**src/rtl/clk_monitor_pkg.sv**
```systemverilog
// clk_monitor_pkg: shared states, default rates and tolerance-bound helper for the enable monitor
package clk_monitor_pkg;
  typedef enum logic {IDLE, MEASURE} state_t;
  localparam int SYS_CLK_HZ     = 58982000;
  localparam int TARGET_CE_HZ   = 22118400;
  localparam int DEFAULT_WINDOW = 58982;
  localparam int DEFAULT_EXPECT = 22118;
  function automatic longint bound(longint expect_cnt, longint tol, bit hi);
    return hi ? expect_cnt + tol : (expect_cnt > tol ? expect_cnt - tol : 0);
  endfunction
endpackage

```
**src/rtl/clk_enable_monitor_if.sv**
```systemverilog
// clk_enable_monitor_if: control inputs and measurement results of the enable-rate monitor
interface clk_enable_monitor_if #(parameter int CNT_W = 32);
  logic             ce_in;
  logic             start;
  logic             stop;
  logic             continuous;
  logic             busy;
  logic [CNT_W-1:0] count_out;
  logic             count_valid;
  logic             rate_ok;
  logic             too_fast;
  logic             too_slow;
  modport master (output ce_in, start, stop, continuous,
                  input busy, count_out, count_valid, rate_ok, too_fast, too_slow);
  modport slave  (input ce_in, start, stop, continuous,
                  output busy, count_out, count_valid, rate_ok, too_fast, too_slow);
endinterface

```
**src/rtl/ce_event_detect.sv**
```systemverilog
// ce_event_detect: turns ce_in into a one-cycle event, either level (strobe) or rising edge (toggle)
module ce_event_detect #(
  parameter int EDGE_MODE = 0
) (
  input  logic clk,
  input  logic reset,
  input  logic ce_i,
  output logic ev_o
);
  logic prev_q;
  always_ff @(posedge clk or posedge reset)
    if (reset) prev_q <= 1'b0;
    else       prev_q <= ce_i;
  assign ev_o = (EDGE_MODE != 0) ? (ce_i & ~prev_q) : ce_i;
endmodule

```
**src/rtl/clk_enable_monitor.sv**
```systemverilog
// clk_enable_monitor: counts enable events over a fixed window and flags the rate against a tolerance band
module clk_enable_monitor import clk_monitor_pkg::*; #(
  parameter int WINDOW_CYCLES = DEFAULT_WINDOW,
  parameter int EXPECT_COUNT  = DEFAULT_EXPECT,
  parameter int TOL           = 16,
  parameter int CNT_W         = 32,
  parameter int EDGE_MODE     = 0
) (
  input logic clk,
  input logic reset,
  clk_enable_monitor_if.slave bus
);
  localparam logic [CNT_W-1:0] RELOAD = CNT_W'(WINDOW_CYCLES - 1);
  localparam logic [CNT_W:0]   LO     = (CNT_W+1)'(bound(EXPECT_COUNT, TOL, 1'b0));
  localparam logic [CNT_W:0]   HI     = (CNT_W+1)'(bound(EXPECT_COUNT, TOL, 1'b1));
  state_t           state_q, state_d;
  logic [CNT_W-1:0] win_q, win_d, ev_q, ev_d, rpt_q, rpt_d, cnt_q, cnt_d, ev_inc;
  logic             pend_q, pend_d, valid_q, valid_d, ok_q, ok_d, fast_q, fast_d, slow_q, slow_d;
  logic             ev;
  ce_event_detect #(.EDGE_MODE(EDGE_MODE)) u_det (
    .clk  (clk),
    .reset(reset),
    .ce_i (bus.ce_in),
    .ev_o (ev)
  );
  assign ev_inc = (&ev_q) ? ev_q : ev_q + CNT_W'(ev);
  always_comb begin
    state_d = state_q;
    win_d   = win_q;
    ev_d    = ev_q;
    rpt_d   = rpt_q;
    pend_d  = 1'b0;
    valid_d = pend_q;
    cnt_d   = pend_q ? rpt_q : cnt_q;
    fast_d  = pend_q ? ((&rpt_q) | ({1'b0, rpt_q} > HI)) : fast_q;
    slow_d  = pend_q ? (~fast_d & ({1'b0, rpt_q} < LO)) : slow_q;
    ok_d    = pend_q ? (~fast_d & ~slow_d) : ok_q;
    if (bus.stop) begin
      state_d = IDLE;
    end else if (bus.start) begin
      state_d = MEASURE;
      win_d   = RELOAD;
      ev_d    = '0;
    end else if (state_q == MEASURE) begin
      ev_d  = ev_inc;
      win_d = win_q - CNT_W'(1);
      if (win_q == '0) begin
        rpt_d   = ev_inc;
        pend_d  = 1'b1;
        win_d   = RELOAD;
        ev_d    = '0;
        state_d = bus.continuous ? MEASURE : IDLE;
      end
    end
  end
  always_ff @(posedge clk or posedge reset)
    if (reset) begin
      state_q <= IDLE;
      win_q   <= '0;
      ev_q    <= '0;
      rpt_q   <= '0;
      cnt_q   <= '0;
      pend_q  <= 1'b0;
      valid_q <= 1'b0;
      ok_q    <= 1'b0;
      fast_q  <= 1'b0;
      slow_q  <= 1'b0;
    end else begin
      state_q <= state_d;
      win_q   <= win_d;
      ev_q    <= ev_d;
      rpt_q   <= rpt_d;
      cnt_q   <= cnt_d;
      pend_q  <= pend_d;
      valid_q <= valid_d;
      ok_q    <= ok_d;
      fast_q  <= fast_d;
      slow_q  <= slow_d;
    end
  assign bus.busy        = (state_q == MEASURE);
  assign bus.count_out   = cnt_q;
  assign bus.count_valid = valid_q;
  assign bus.rate_ok     = ok_q;
  assign bus.too_fast    = fast_q;
  assign bus.too_slow    = slow_q;
endmodule

```
**src/flat_wrapper.sv**
```systemverilog
// flat-port wrapper written by rule: the top's interface ports become plain ports
module clk_enable_monitor_flat import clk_monitor_pkg::*;
#(
  parameter int WINDOW_CYCLES = DEFAULT_WINDOW,
  parameter int EXPECT_COUNT  = DEFAULT_EXPECT,
  parameter int TOL           = 16,
  parameter int CNT_W         = 32,
  parameter int EDGE_MODE     = 0
)
  (clk, reset, bus_ce_in, bus_start, bus_stop, bus_continuous, bus_busy, bus_count_out, bus_count_valid, bus_rate_ok, bus_too_fast, bus_too_slow);
  clk_enable_monitor_if #(.CNT_W(CNT_W)) bus_i ();
  input logic clk;
  input logic reset;
  input wire logic [$bits(bus_i.ce_in)-1:0] bus_ce_in;
  input wire logic [$bits(bus_i.start)-1:0] bus_start;
  input wire logic [$bits(bus_i.stop)-1:0] bus_stop;
  input wire logic [$bits(bus_i.continuous)-1:0] bus_continuous;
  output wire logic [$bits(bus_i.busy)-1:0] bus_busy;
  output wire logic [$bits(bus_i.count_out)-1:0] bus_count_out;
  output wire logic [$bits(bus_i.count_valid)-1:0] bus_count_valid;
  output wire logic [$bits(bus_i.rate_ok)-1:0] bus_rate_ok;
  output wire logic [$bits(bus_i.too_fast)-1:0] bus_too_fast;
  output wire logic [$bits(bus_i.too_slow)-1:0] bus_too_slow;
  assign bus_i.ce_in = bus_ce_in;
  assign bus_i.start = bus_start;
  assign bus_i.stop = bus_stop;
  assign bus_i.continuous = bus_continuous;
  assign bus_busy = bus_i.busy;
  assign bus_count_out = bus_i.count_out;
  assign bus_count_valid = bus_i.count_valid;
  assign bus_rate_ok = bus_i.rate_ok;
  assign bus_too_fast = bus_i.too_fast;
  assign bus_too_slow = bus_i.too_slow;
  clk_enable_monitor #(.WINDOW_CYCLES(WINDOW_CYCLES), .EXPECT_COUNT(EXPECT_COUNT), .TOL(TOL), .CNT_W(CNT_W), .EDGE_MODE(EDGE_MODE)) u_core (.clk(clk), .reset(reset), .bus(bus_i));
endmodule
```
**config.mk**
```make
export PLATFORM = sky130hd
export DESIGN_NAME = clk_enable_monitor_flat
export DESIGN_NICKNAME = d
export VERILOG_FILES = /design/src/rtl/clk_monitor_pkg.sv /design/src/rtl/clk_enable_monitor_if.sv /design/src/rtl/ce_event_detect.sv /design/src/rtl/clk_enable_monitor.sv /design/src/flat_wrapper.sv
export SDC_FILE = /design/constraint.sdc
export NUM_CORES = 1
export LEC_CHECK = 0
export ABC_AREA = 1
export CAP_MARGIN = 20
export CORE_ASPECT_RATIO = 1.1
export CORE_MARGIN = 3
export CORE_UTILIZATION = 50
export CTS_CLUSTER_SIZE = 30
export DETAILED_ROUTE_END_ITERATION = 10
export PLACE_DENSITY = 0.77
export SYNTH_ARGS = -nofsm -noshare
export SYNTH_HDL_FRONTEND = slang
export SYNTH_HIERARCHICAL = 1
export SYNTH_SLANG_ARGS = --single-unit
```
**constraint.sdc**
```tcl
create_clock -name clk -period 7.4 [get_ports clk]
set_input_delay 1.11 -clock clk [delete_from_list [all_inputs] [get_ports clk]]
set_output_delay 1.11 -clock clk [all_outputs]
set_load 0.01 [all_outputs]
```
==> run_1/congestion_map.png <==
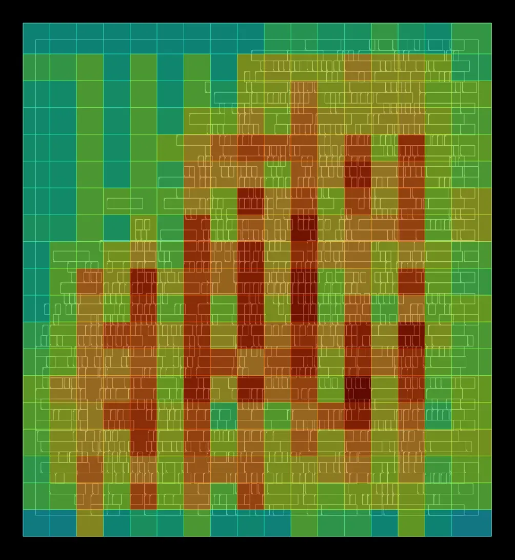
average wire per standard cell: 14.0 µm
Layout Utilization: 0.601
routing usage on met1: 0.294
GRT met2 Usage: 0.402

==> run_1/closeup.png <==
Bar = 5 µm. Window x 80 to 100, y 89 to 109 µm. Cells in gray, sequential cells in the stronger gray; small squares are vias.
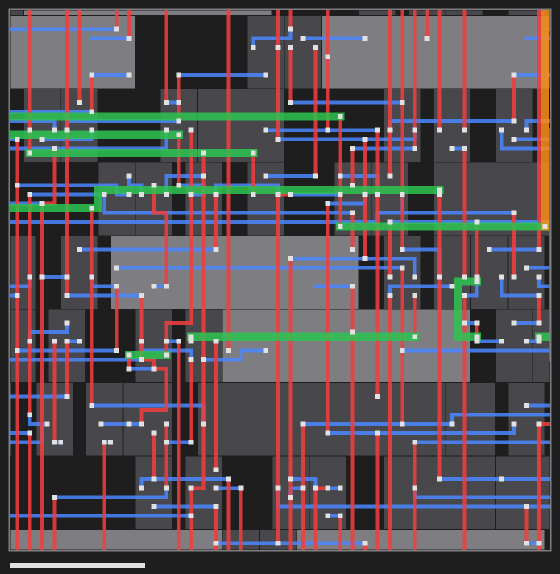
- red: M2
- orange: M4
- green: M3
- blue: M1
- netlist names of flops here include: u_core/ev_q (2), u_core/rpt_q (2)
- cells with their middle in the window: 41
- most frequent: nand2_1 (26), nor2_1 (4), dfrtp_1 (4)
- sequential cells in the window: 4

==> job_summary.md, run 1 <==
## Synthesis and layout report

| Metric | Value |
|---|---|
| CTS tree | `yes` |
| Initial detailed-routing violation count | `~450` |
| Distinct cells, synth | `33` |
| Post-DP Area | `0.00780 mm²` |
| Period utilization | `0.401` |
| Layout clock area frac | `0.0694` |
| Met2 WL | `approximately 8800 µm` |
| CP endpoint kind | `flop` |
| Seq. cell area | `between 0.003 and 0.004 mm²` |
| Flip-flops with a built-in enable | `0` |
| Max Slew Vio Count | `0` |
| OpenROAD warning count | `26` |
| Vias per inst | `around 5.1` |
| Num tapcells | `188` |
| Post-synth top flop | `dfrtp_1` |
| Placement Setup Slack | `between 4 and 5 ns` |
| Residual DRC count | `0` |
| Yosys adder share | `0.00519` |
| Mux cell area share | `0` |
| Peak VDD IR | `~0.11 mV` |
| Final Hold Slack | `approximately 0.47 ns` |
| RSZ-0062 raised after global routing | `no` |
| Most used logic cell in the final layout | `nand2_1` |
| Remaining global-route overflow | `0` |
| Area of the multi-input gates | `0.00346 mm²` |
| Layout area overhead | `16.1%` |
| Clk root buf | `clkbuf_16` |
| Yosys Chip Area | `around 0.0072 mm²` |
| Final setup margin | `~4.4 ns` |
| H-tree levels | `4` |
| FF+latch count | `between 100 and 150` |
| Final Critical Period | `2.97 ns` |
| Non-CTS inverters | `~75` |
| Final non-filler cell total | `approximately 1,300` |
| Fraction of area in registers | `0.399` |
| Die X | `approximately 120 µm` |
| Instance count of the mapped netlist | `between 1,000 and 1,500` |
| Data buffer area share | `0.0572` |
| Multi-input combinational area share | `0.412` |
| Area leader share | `0.464` |
| LEAKAGE | `around 0.0042 µW` |
| Setup CP Type | `input port to flop` |
| Setup crit start kind | `input port` |
| Uppermost routed layer | `met4` |
| Tot GR Track Use | `0.236` |
| Post-CTS resize count | `0` |
| Ys async rst share | `1.00` |
| NumNets Final | `approximately 1,100` |
| Max Clock Skew | `~0.011 ns` |
| Die ar. | `between 0.015 and 0.02 mm²` |
| Area fraction in xor and xnor cells | `0.0291` |
| Compound Share, Synth | `0.0405` |
| 1st-pass router iterations | `5` |
| Vias in the first global route | `6,280` |
| Hpwl dp | `about 12,000 µm` |
| Critical path required time | `~7.7 ns` |
| Final Power | `1640 µW` |
| # Post-CTS Setup Buffers | `0` |
| Seq cells post-synth | `134` |
| Clock transition at path regs | `0.06 ns` |
| Total CTS buffers | `17` |
| Simple-gate share of the synthesized area | `0.402` |
| Fin. Hold Viols | `0` |
| Global-route met3 utilization | `0.0451` |
| Share of cells above drive strength 1 | `0.0718` |
| Post-Route WL | `between 15,000 and 20,000 µm` |
| Cts hold-fix bufs | `0` |
| Area leader, netlist | `dfrtp_1` |
| Syn. warnings | `6` |
| Count of final setup violators | `0` |
| Register area share after synthesis | `0.464` |
| Max Cap Violations | `0` |
| Clock Latency Late Sink | `0.42 ns` |
| Placer congestion estimate | `0.943` |
| Outcome | `complete, no violations` |
| FP Core Util | `0.518` |
| First-pass GRT wire length | `just over 30,000 µm` |
==> run_1/route_heat.png <==
24 x 26 tiles, from white (low) to dark blue (high), scaled to the fullest tile. Values are wire area over tile area, all layers added.
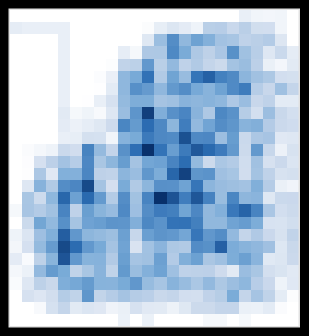
- mean over tiles: 0.18
- densest ninth of the die: center
- nearly empty tiles: 19%
- fullest tile: 0.59

run 1: final timing paths:
check	start	end	slack, ns	cells past startpoint
max in group asynchronous	reset	u_core/rpt_q[23]	4.98	3
min in group asynchronous	reset	u_core/rpt_q[9]	1.14	2
max reg2reg	u_core/win_q[0]	u_core/rpt_q[3]	4.89	11
max	bus_start	u_core/win_q[22]	4.43	10
min	u_core/bus.count_out[24]	u_core/bus.count_out[24]	0.47	2
min reg2reg	u_core/bus.count_out[24]	u_core/bus.count_out[24]	0.47	2
run 1: worst max-delay path, stage by stage:
cell,delay (ns)
clkdlybuf4s50_1,0.55
o21ai_4,0.19
buf_4,0.48
inv_2,0.34
nand4_1,0.26
inv_1,0.10
nand2_1,0.06
nand2_1,0.04
nand2_1,0.05
nor2_1,0.03
run 1: synth_stat cells, types with 2 or more instances:
cell type,number
nand2_1,489
nor2_1,145
dfrtp_1,134
inv_1,72
nand3_1,42
o21ai_0,25
nor2_2,15
xor2_1,15
clkbuf_1,14
o21ai_1,10
nand4_1,9
xnor2_1,9
o21bai_1,8
buf_2,6
nor2_4,5
nand2_2,4
buf_4,3
ha_1,3
inv_2,3
or2_2,3
a21oi_1,2
buf_6,2
nand3_2,2
nor3_1,2
o21ai_2,2
run 1: sequential cells by signal, summed over array words and instances, names as in the netlist:
signal,cells
u_core/bus.too_slow,1
u_core/rpt_q,32
u_core/bus.count_out,32
u_core/bus.rate_ok,1
u_core/bus.busy,1
u_core/ev_q,32
u_core/win_q,32
u_core/bus.count_valid,1
u_core/pend_q,1
u_core/bus.too_fast,1
run 1: power by group:
part           leakage (µW)  internal, µW  switching [µW]
Clock              0.000286           476             357
Combinational       0.00211          15.6            43.5
Sequential          0.00180           738            7.45
==> run_1/m1.png <==
Bar = 20 µm. Cells faint in the background.
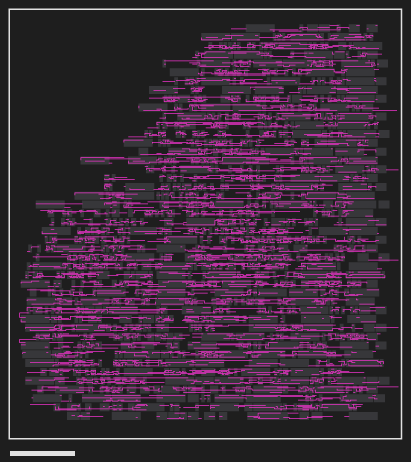

==> run 2: changes to the inputs <==
Clock period 7.4 ns to 3.05 ns, I/O delays scaled along.
==> run_2/m1.png <==
Bar = 20 µm. Cells faint in the background.
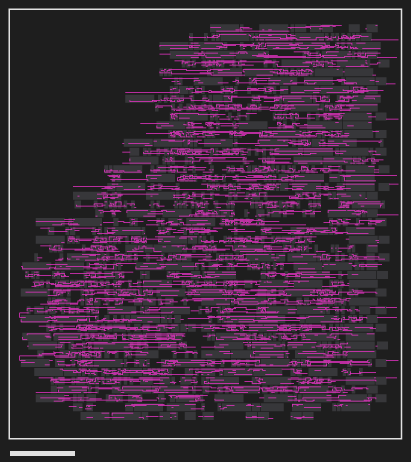
- wire length on this layer: 7,560 µm
- share of all routed wire: 42%
- main direction: horizontal
- longest straight run: 29.0 µm

==> run_2/congestion_map.png <==
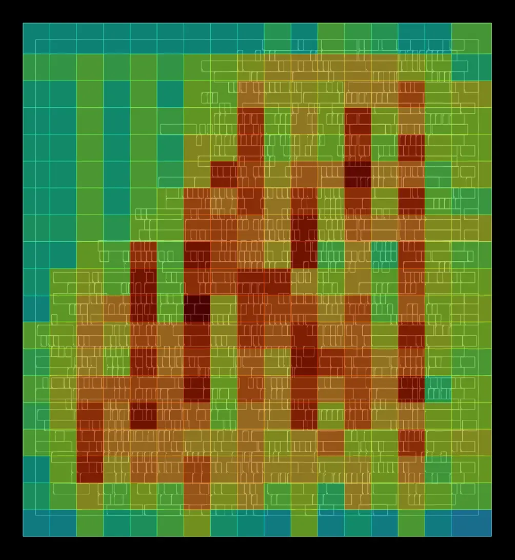
Top Usage Layer GRT: met2
Tot GR Track Use: 0.236
routing usage on met1: 0.289

==> run_2/route_heat.png <==
24 x 26 tiles, from white (low) to dark blue (high), scaled to the fullest tile. Values are wire area over tile area, all layers added.
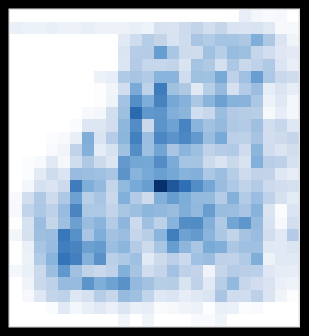
- tiles over half the peak: 10%
- fullest tile: 0.74
- densest ninth of the die: center

==> run 2 against run 1 <==
Compared with the run above: cell area up 0.40%; sequential cell count unchanged; combinational power grew to 2.6 times the previous value; sequential power rose by 140%; largest cell class unchanged; clock power grew 140%; synthesized area stayed put; final cell count increased by 0.16%; global-route usage grew 0.080 points; clock skew decreased by 0.00065 ns; core utilization up 0.24 points; non-clock buffer count increased by 3; via count grew 0.44%.
==> job_summary.md, run 2 <==
## Synthesis and layout report

| Metric | Value |
|---|---|
| Outcome | `complete, no violations` |
| Post-Route WL | `18,000 µm (+0.66%)` |
| Clock transition at path regs | `0.06 ns (about the same)` |
| Most frequent cells after synthesis | `nand2_1, nor2_1, dfrtp_1` |
| CTS tree | `yes` |
| Distinct cells, synth | `33 (unchanged)` |
| Area fraction in xor and xnor cells | `0.0291 (unchanged)` |
| Area leader share | `0.464 (unchanged)` |
| NumNets Final | `1,085 (+0.28%)` |
| Critical path required time | `3.39 ns (-4.29 ns)` |
| Compound Share, Synth | `0.0405 (unchanged)` |
| RSZ-0062 raised after global routing | `no` |
| Count of final setup violators | `0 (unchanged)` |
| First-pass GRT wire length | `30,400 µm (+0.16%)` |
| Cts hold-fix bufs | `0 (unchanged)` |
| Yosys adder share | `0.00519 (unchanged)` |
| Seq power | `1810 µW (+140%)` |
| Register area share after synthesis | `0.464 (unchanged)` |
| Highest-power group | `the clock network` |
| Most used logic cell in the final layout | `nand2_1` |
| Max Clock Skew | `0.0106 ns (-0.000653 ns)` |
| Sequential cell fraction of total power | `0.456 (about the same)` |
| Post-DP Area | `0.00785 mm² (+0.69%)` |
| Comb pwr | `151 µW (+160%)` |
| Clk root buf | `clkbuf_16` |
| Logic gate share of total power | `0.038 (+0.002)` |
| Placer congestion estimate | `0.941 (-0.19%)` |
| Max Cap Violations | `0 (unchanged)` |
| Ys async rst share | `1.00 (unchanged)` |
| Fin. Hold Viols | `0 (unchanged)` |
| Post-synth top flop | `dfrtp_1` |
| Hpwl dp | `13,000 µm (+4.7%)` |
| Die ar. | `0.0159 mm² (unchanged)` |
| Max Slew Vio Count | `0 (unchanged)` |
| Peak VDD IR | `0.267 mV (+150%)` |
| Seq cells post-synth | `134 (unchanged)` |
| Setup crit start kind | `flop` |
| Sw power | `927 µW (+130%)` |
| Residual DRC count | `0 (unchanged)` |
| Final Critical Period | `between 2 and 2.5 ns` |
| Period utilization | `0.734` |
| Placement Setup Slack | `0.421 ns (-3.61 ns)` |
| Area of the multi-input gates | `0.00346 mm² (unchanged)` |
| FP Core Util | `0.518 (unchanged)` |
| Final Power | `3970 µW (+140%)` |
| Cell with the most instances after synthesis | `nand2_1` |
| LEAKAGE | `0.00420 µW (about the same)` |
| Vias per inst | `5.16 (+0.29%)` |
| H-tree levels | `4 (unchanged)` |
| Average wire per standard cell | `14.1 µm (+0.50%)` |
| CP endpoint kind | `flop` |
| Final Hold Slack | `0.474 ns (+0.00655 ns)` |
| Total CTS buffers | `17 (unchanged)` |
| Clock share of power | `0.506 (-0.003)` |
| Pint | `3050 µW (+150%)` |
| Yosys Chip Area | `0.00723 mm² (unchanged)` |
[run 2: cell types whose count changed in the layout (fill, tap and decap cells not counted), moves of 2 or more]
cell	delta
buf_12	+2
clkinvlp_4	+3
inv_8	-4
buf_4	+2
[run 2: cell type report]
class                   instances  share of cell area
flip-flops and latches        134               0.398
clock inverters                13              0.0177
clock buffers                  18              0.0509
repair buffers                 52              0.0617
well taps                     188              0.0279
multi-input cells             796               0.410
inverters                      75              0.0338
[run 2: routing by layer]
| layer | vias to the layer above | global-route usage | share of wire |
|---|---|---|---|
| li1 | 3258 | - | - |
| met1 | 3093 | 0.289 | 0.42 |
| met2 | 187 | 0.407 | 0.50 |
| met3 | 44 | 0.0489 | 0.048 |
| met4 | 0 | 0.0945 | 0.029 |
| met5 | - | 0 | 0 |
[run 2: critical path: stages, from the launching register on]
cell	delay, ns
dfrtp_1	0.37
inv_1	0.10
ha_1	0.29
nand2_4	0.11
nor2_8	0.20
nand2_1	0.09
nor2_1	0.18
nand3_2	0.10
inv_2	0.47
nand2_1	0.14
o21ai_1	0.11
[run 2: path summary, 6_finish.rpt]
path | startpoint | to | slack [ns] | depth (start not counted)
worst max-delay path | u_core/win_q[0] | u_core/rpt_q[7] | 0.81 | 10
worst min-delay path | u_core/bus.count_out[14] | u_core/bus.count_out[14] | 0.47 | 2
worst max register to register | u_core/win_q[0] | u_core/rpt_q[7] | 0.81 | 10
max in group asynchronous | reset | u_core/rpt_q[23] | 1.82 | 3
worst min register to register | u_core/bus.count_out[14] | u_core/bus.count_out[14] | 0.47 | 2
min in group asynchronous | reset | u_core/win_q[0] | 0.52 | 2
==> run_2/layers.png <==
Bar = 20 µm. Two of the layers only.
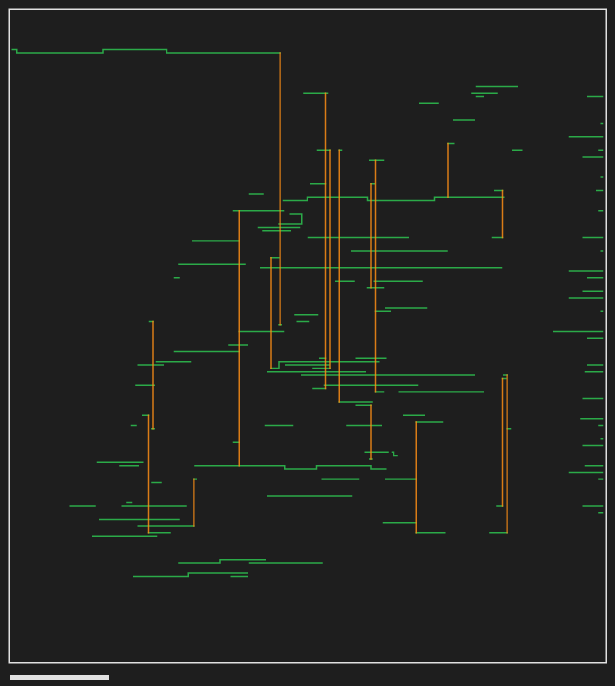

==> run 3: changes to the inputs <==
Clock period 3.05 ns to 2.3 ns, I/O delays scaled along.
==> run_3/layers.png <==
Bar = 20 µm. Two of the layers only.
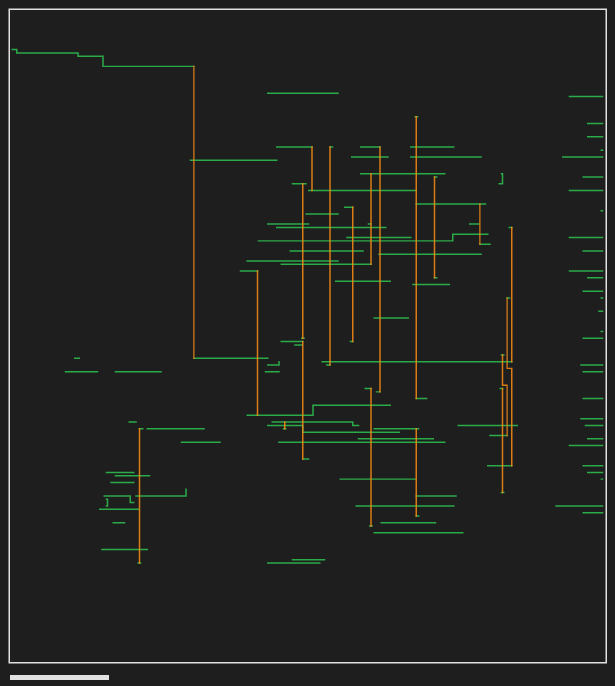
- green: M3 (wire length 899 µm)
- orange: M4 (wire length 552 µm)

==> run_3/closeup.png <==
Bar = 5 µm. Window x 80 to 100, y 89 to 109 µm. Cells in gray, sequential cells in the stronger gray; small squares are vias.
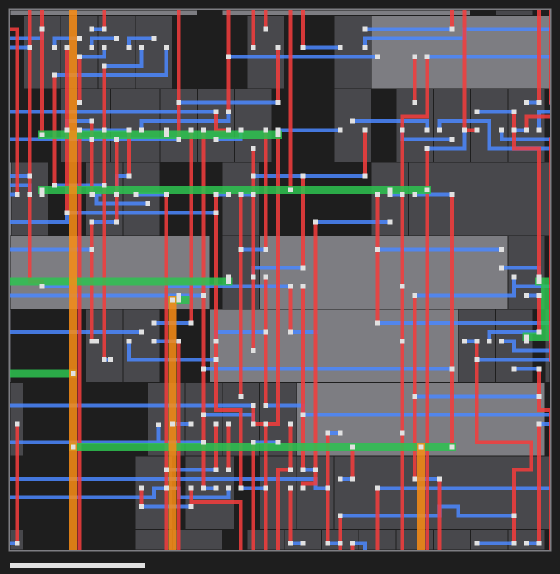
- orange: M4
- blue: M1
- green: M3
- red: M2
- netlist names of flops here include: u_core/rpt_q (3), u_core/ev_q (2)
- cells with their middle in the window: 42
- most frequent: nand2_1 (27), dfrtp_1 (5), inv_1 (3)
- sequential cells in the window: 5

==> run_3/m1.png <==
Bar = 20 µm. Cells faint in the background.
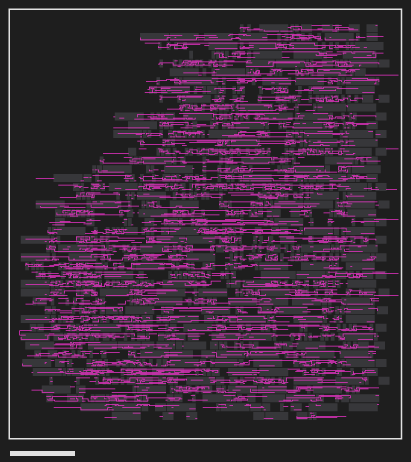
- share of all routed wire: 43%
- nets with wire on the layer: 1,006
- longest straight run: 30.4 µm
- main direction: horizontal

==> run 3 against run 2 <==
Compared with the run above: sequential power increased by 33%; power increased by 31%; final cell count grew 1.0%; synthesized cell count is the same; wire length about the same; via count down 1.3%; maximum frequency rose by 9.7%; worst hold slack lost 0.080 ns; global-route usage increased by 0.091 points; critical path depth rose by 1; highest routed layer unchanged.
==> job_summary.md, run 3 <==
## Synthesis and layout report

| Metric | Value |
|---|---|
| Outcome | `complete, no violations` |
| Yosys Chip Area | `0.00723 mm² (unchanged)` |
| Via count | `about 6,500` |
| Average wire per standard cell | `13.9 µm (-0.96%)` |
| DRT met1 WL | `7670 µm (+1.4%)` |
| Met2 WL | `8860 µm (-1.8%)` |
| Vias in the first global route | `roughly 6,300` |
| Antenna Nets Post-Route | `0` |
| Final Power | `5220 µW (+31%)` |
| Power Density | `611 mW/mm²` |
| Peak VDD IR | `0.290 mV (+8.7%)` |
| CTS max path bufs | `2` |
| Die X | `approximately 120 µm` |
| Routing usage on met1 | `0.296 (+0.00748)` |
| Initial detailed-routing violation count | `between 400 and 500` |
| Tot GR Track Use | `0.237 (+0.000913)` |
| Final setup margin | `roughly 0.26 ns` |
| CTS tree | `yes` |
| Uppermost routed layer | `met4` |
| CP endpoint | `u_core/rpt_q[30]` |
| Residual DRC count | `0 (unchanged)` |
| Area leader share | `0.464 (unchanged)` |
| Final non-filler cell total | `between 1,000 and 1,500` |
| 1st-pass router iterations | `5` |
| Post-synth top flop | `dfrtp_1` |
| Fin. Hold Viols | `0 (unchanged)` |
| Clock transition at path regs | `0.06 ns (about the same)` |
| Clock Latency Late Sink | `between 0.4 and 0.5 ns` |
| Die Ht | `roughly 130 µm` |
| Ys async rst share | `1.00 (unchanged)` |
| NumNets Final | `1,098 (+1.2%)` |
| Hpwl dp | `12,900 µm (-0.74%)` |
| Most frequent cells after synthesis | `nand2_1, nor2_1, dfrtp_1` |
| Cell with the most instances after synthesis | `nand2_1` |
| Setup CP Type | `flop to flop` |
| I/O pins | `~43` |
| Max Clock Skew | `0.00824 ns (-0.00234 ns)` |
| CP max FO | `32` |
| Worst Hold Class | `input port to asynchronous set/reset pin` |
| Max Cap Violations | `0 (unchanged)` |
| Count of final setup violators | `0 (unchanged)` |
| H-tree levels | `4 (unchanged)` |
| Diode count | `0` |
| Cells after DPL | `roughly 1,300` |
| Critical path required time | `2.66 ns (-0.73 ns)` |
| Placer congestion estimate | `0.923 (-1.9%)` |
| Global-route met3 utilization | `0.0472 (-0.00172)` |
| First-pass GRT wire length | `30,200 µm (-0.57%)` |
| Post-Route WL | `18,000 µm (about the same)` |
| Total CTS buffers | `17 (unchanged)` |
| CORE AREA | `around 0.014 mm²` |
| CP endpoint kind | `flop` |
| R2R depth | `11 (+1)` |
| Most used logic cell in the final layout | `nand2_1` |
| Placement Setup Slack | `-0.0270 ns (-0.448 ns)` |
| Top Usage Layer GRT | `met2` |
| CP startpoint | `u_core/win_q[0]` |
| Clk root buf | `clkbuf_16` |
| CTS Sinks | `roughly 130` |
| Worst r2r src | `u_core/win_q[0]` |
| Post-DP Area | `0.00799 mm² (+1.7%)` |
| R2R Setup Slk | `0.26 ns (-0.55 ns)` |
| Seq cells post-synth | `134 (unchanged)` |
| Die ar. | `0.0159 mm² (unchanged)` |
| Setup crit start kind | `flop` |
| Final Hold Slack | `0.394 ns (-0.0801 ns)` |
| LEAKAGE | `0.00427 µW (+1.7%)` |
| Floorplan Nets | `1,041` |
| OpenROAD warning count | `26` |
| Period utilization | `0.886 (+0.153)` |
| FP Core Util | `0.518 (unchanged)` |
| Number of I/O port buffers | `approximately 42` |
| Register area share after synthesis | `0.464 (unchanged)` |
| Vias per inst | `5.04 (-2.3%)` |
| Final Critical Period | `2.04 ns (-0.198 ns)` |
| Worst r2r dst | `u_core/rpt_q[30]` |
| WL met3 | `898 µm (+3.5%)` |
| GRT met2 Usage | `0.403 (-0.00466)` |
| RSZ-0062 raised after global routing | `no` |
| Cts hold-fix bufs | `0 (unchanged)` |
| Avg Cell Area, Syn | `between 7 and 8 µm²` |
| Initial antenna violation count | `0` |
| Distinct cells, synth | `33 (unchanged)` |
| Top cells by area | `dfrtp_1, nand2_1, nor2_1, inv_1, nand3_1` |
| Max Slew Vio Count | `0 (unchanged)` |
==> run 3: cell counts after synthesis <==
No cell type changed its count.
==> run 3: power by group <==
part | internal (µW) | leakage [µW] | switching [µW] | total [µW]
registers | 2380 | 0.00180 | 22.9 | 2400
clock network | 1580 | 0.000268 | 1030 | 2610
logic | 67.9 | 0.00221 | 146 | 214
==> run 3: worst min path at each step <==
| stage | from | endpoint | slack [ns] | cells past startpoint |
|---|---|---|---|---|
| final | reset | u_core/ev_q[2] | 0.39 | 3 |
| after global routing | reset | u_core/bus.count_out[10] | 0.42 | 3 |
| after CTS | reset | u_core/ev_q[2] | 0.41 | 3 |
| after detailed placement | u_core/bus.count_out[12] | u_core/bus.count_out[12] | 0.46 | 2 |
| after global placement | u_core/bus.count_out[17] | u_core/bus.count_out[17] | 0.45 | 2 |
| after floorplan | u_core/pend_q | u_core/bus.count_valid | 0.35 | 0 |
==> run 3: worst max-delay path: stages, from the launching register on <==
cell and delay (ns):
dfrtp_1 0.36, inv_1 0.11, ha_1 0.30, nand2_4 0.11
nor2_8 0.18, nand2_1 0.07, nor2_1 0.21, nand3_2 0.14
inv_2 0.09, buf_12 0.19, nand2_1 0.12, nand2_1 0.08
==> run 3: cells by family (layout without fill, tap and decap cells) <==
logic type	after synthesis	in the layout	synth area share
AND-OR/OR-AND	50	50	0.0405
XOR/XNOR	24	24	0.0291
adder cells (fa/ha/maj)	3	3	0.00519
buffers and inverters	102	171	0.0592
flip-flops	134	134	0.464
AND/OR/NAND/NOR	719	719	0.402
==> run 3: area by class of cell <==
type	count	area, µm²
Sequential cell	134	3350
Clock buffer	18	429
Inverter	75	285
Tap cell	188	235
Timing Repair Buffer	65	656
Fill cell	1247	5410
Clock inverter	13	133
Multi-Input combinational cell	796	3460
Power figures rest on the tool's default switching activity, not on a simulated workload.
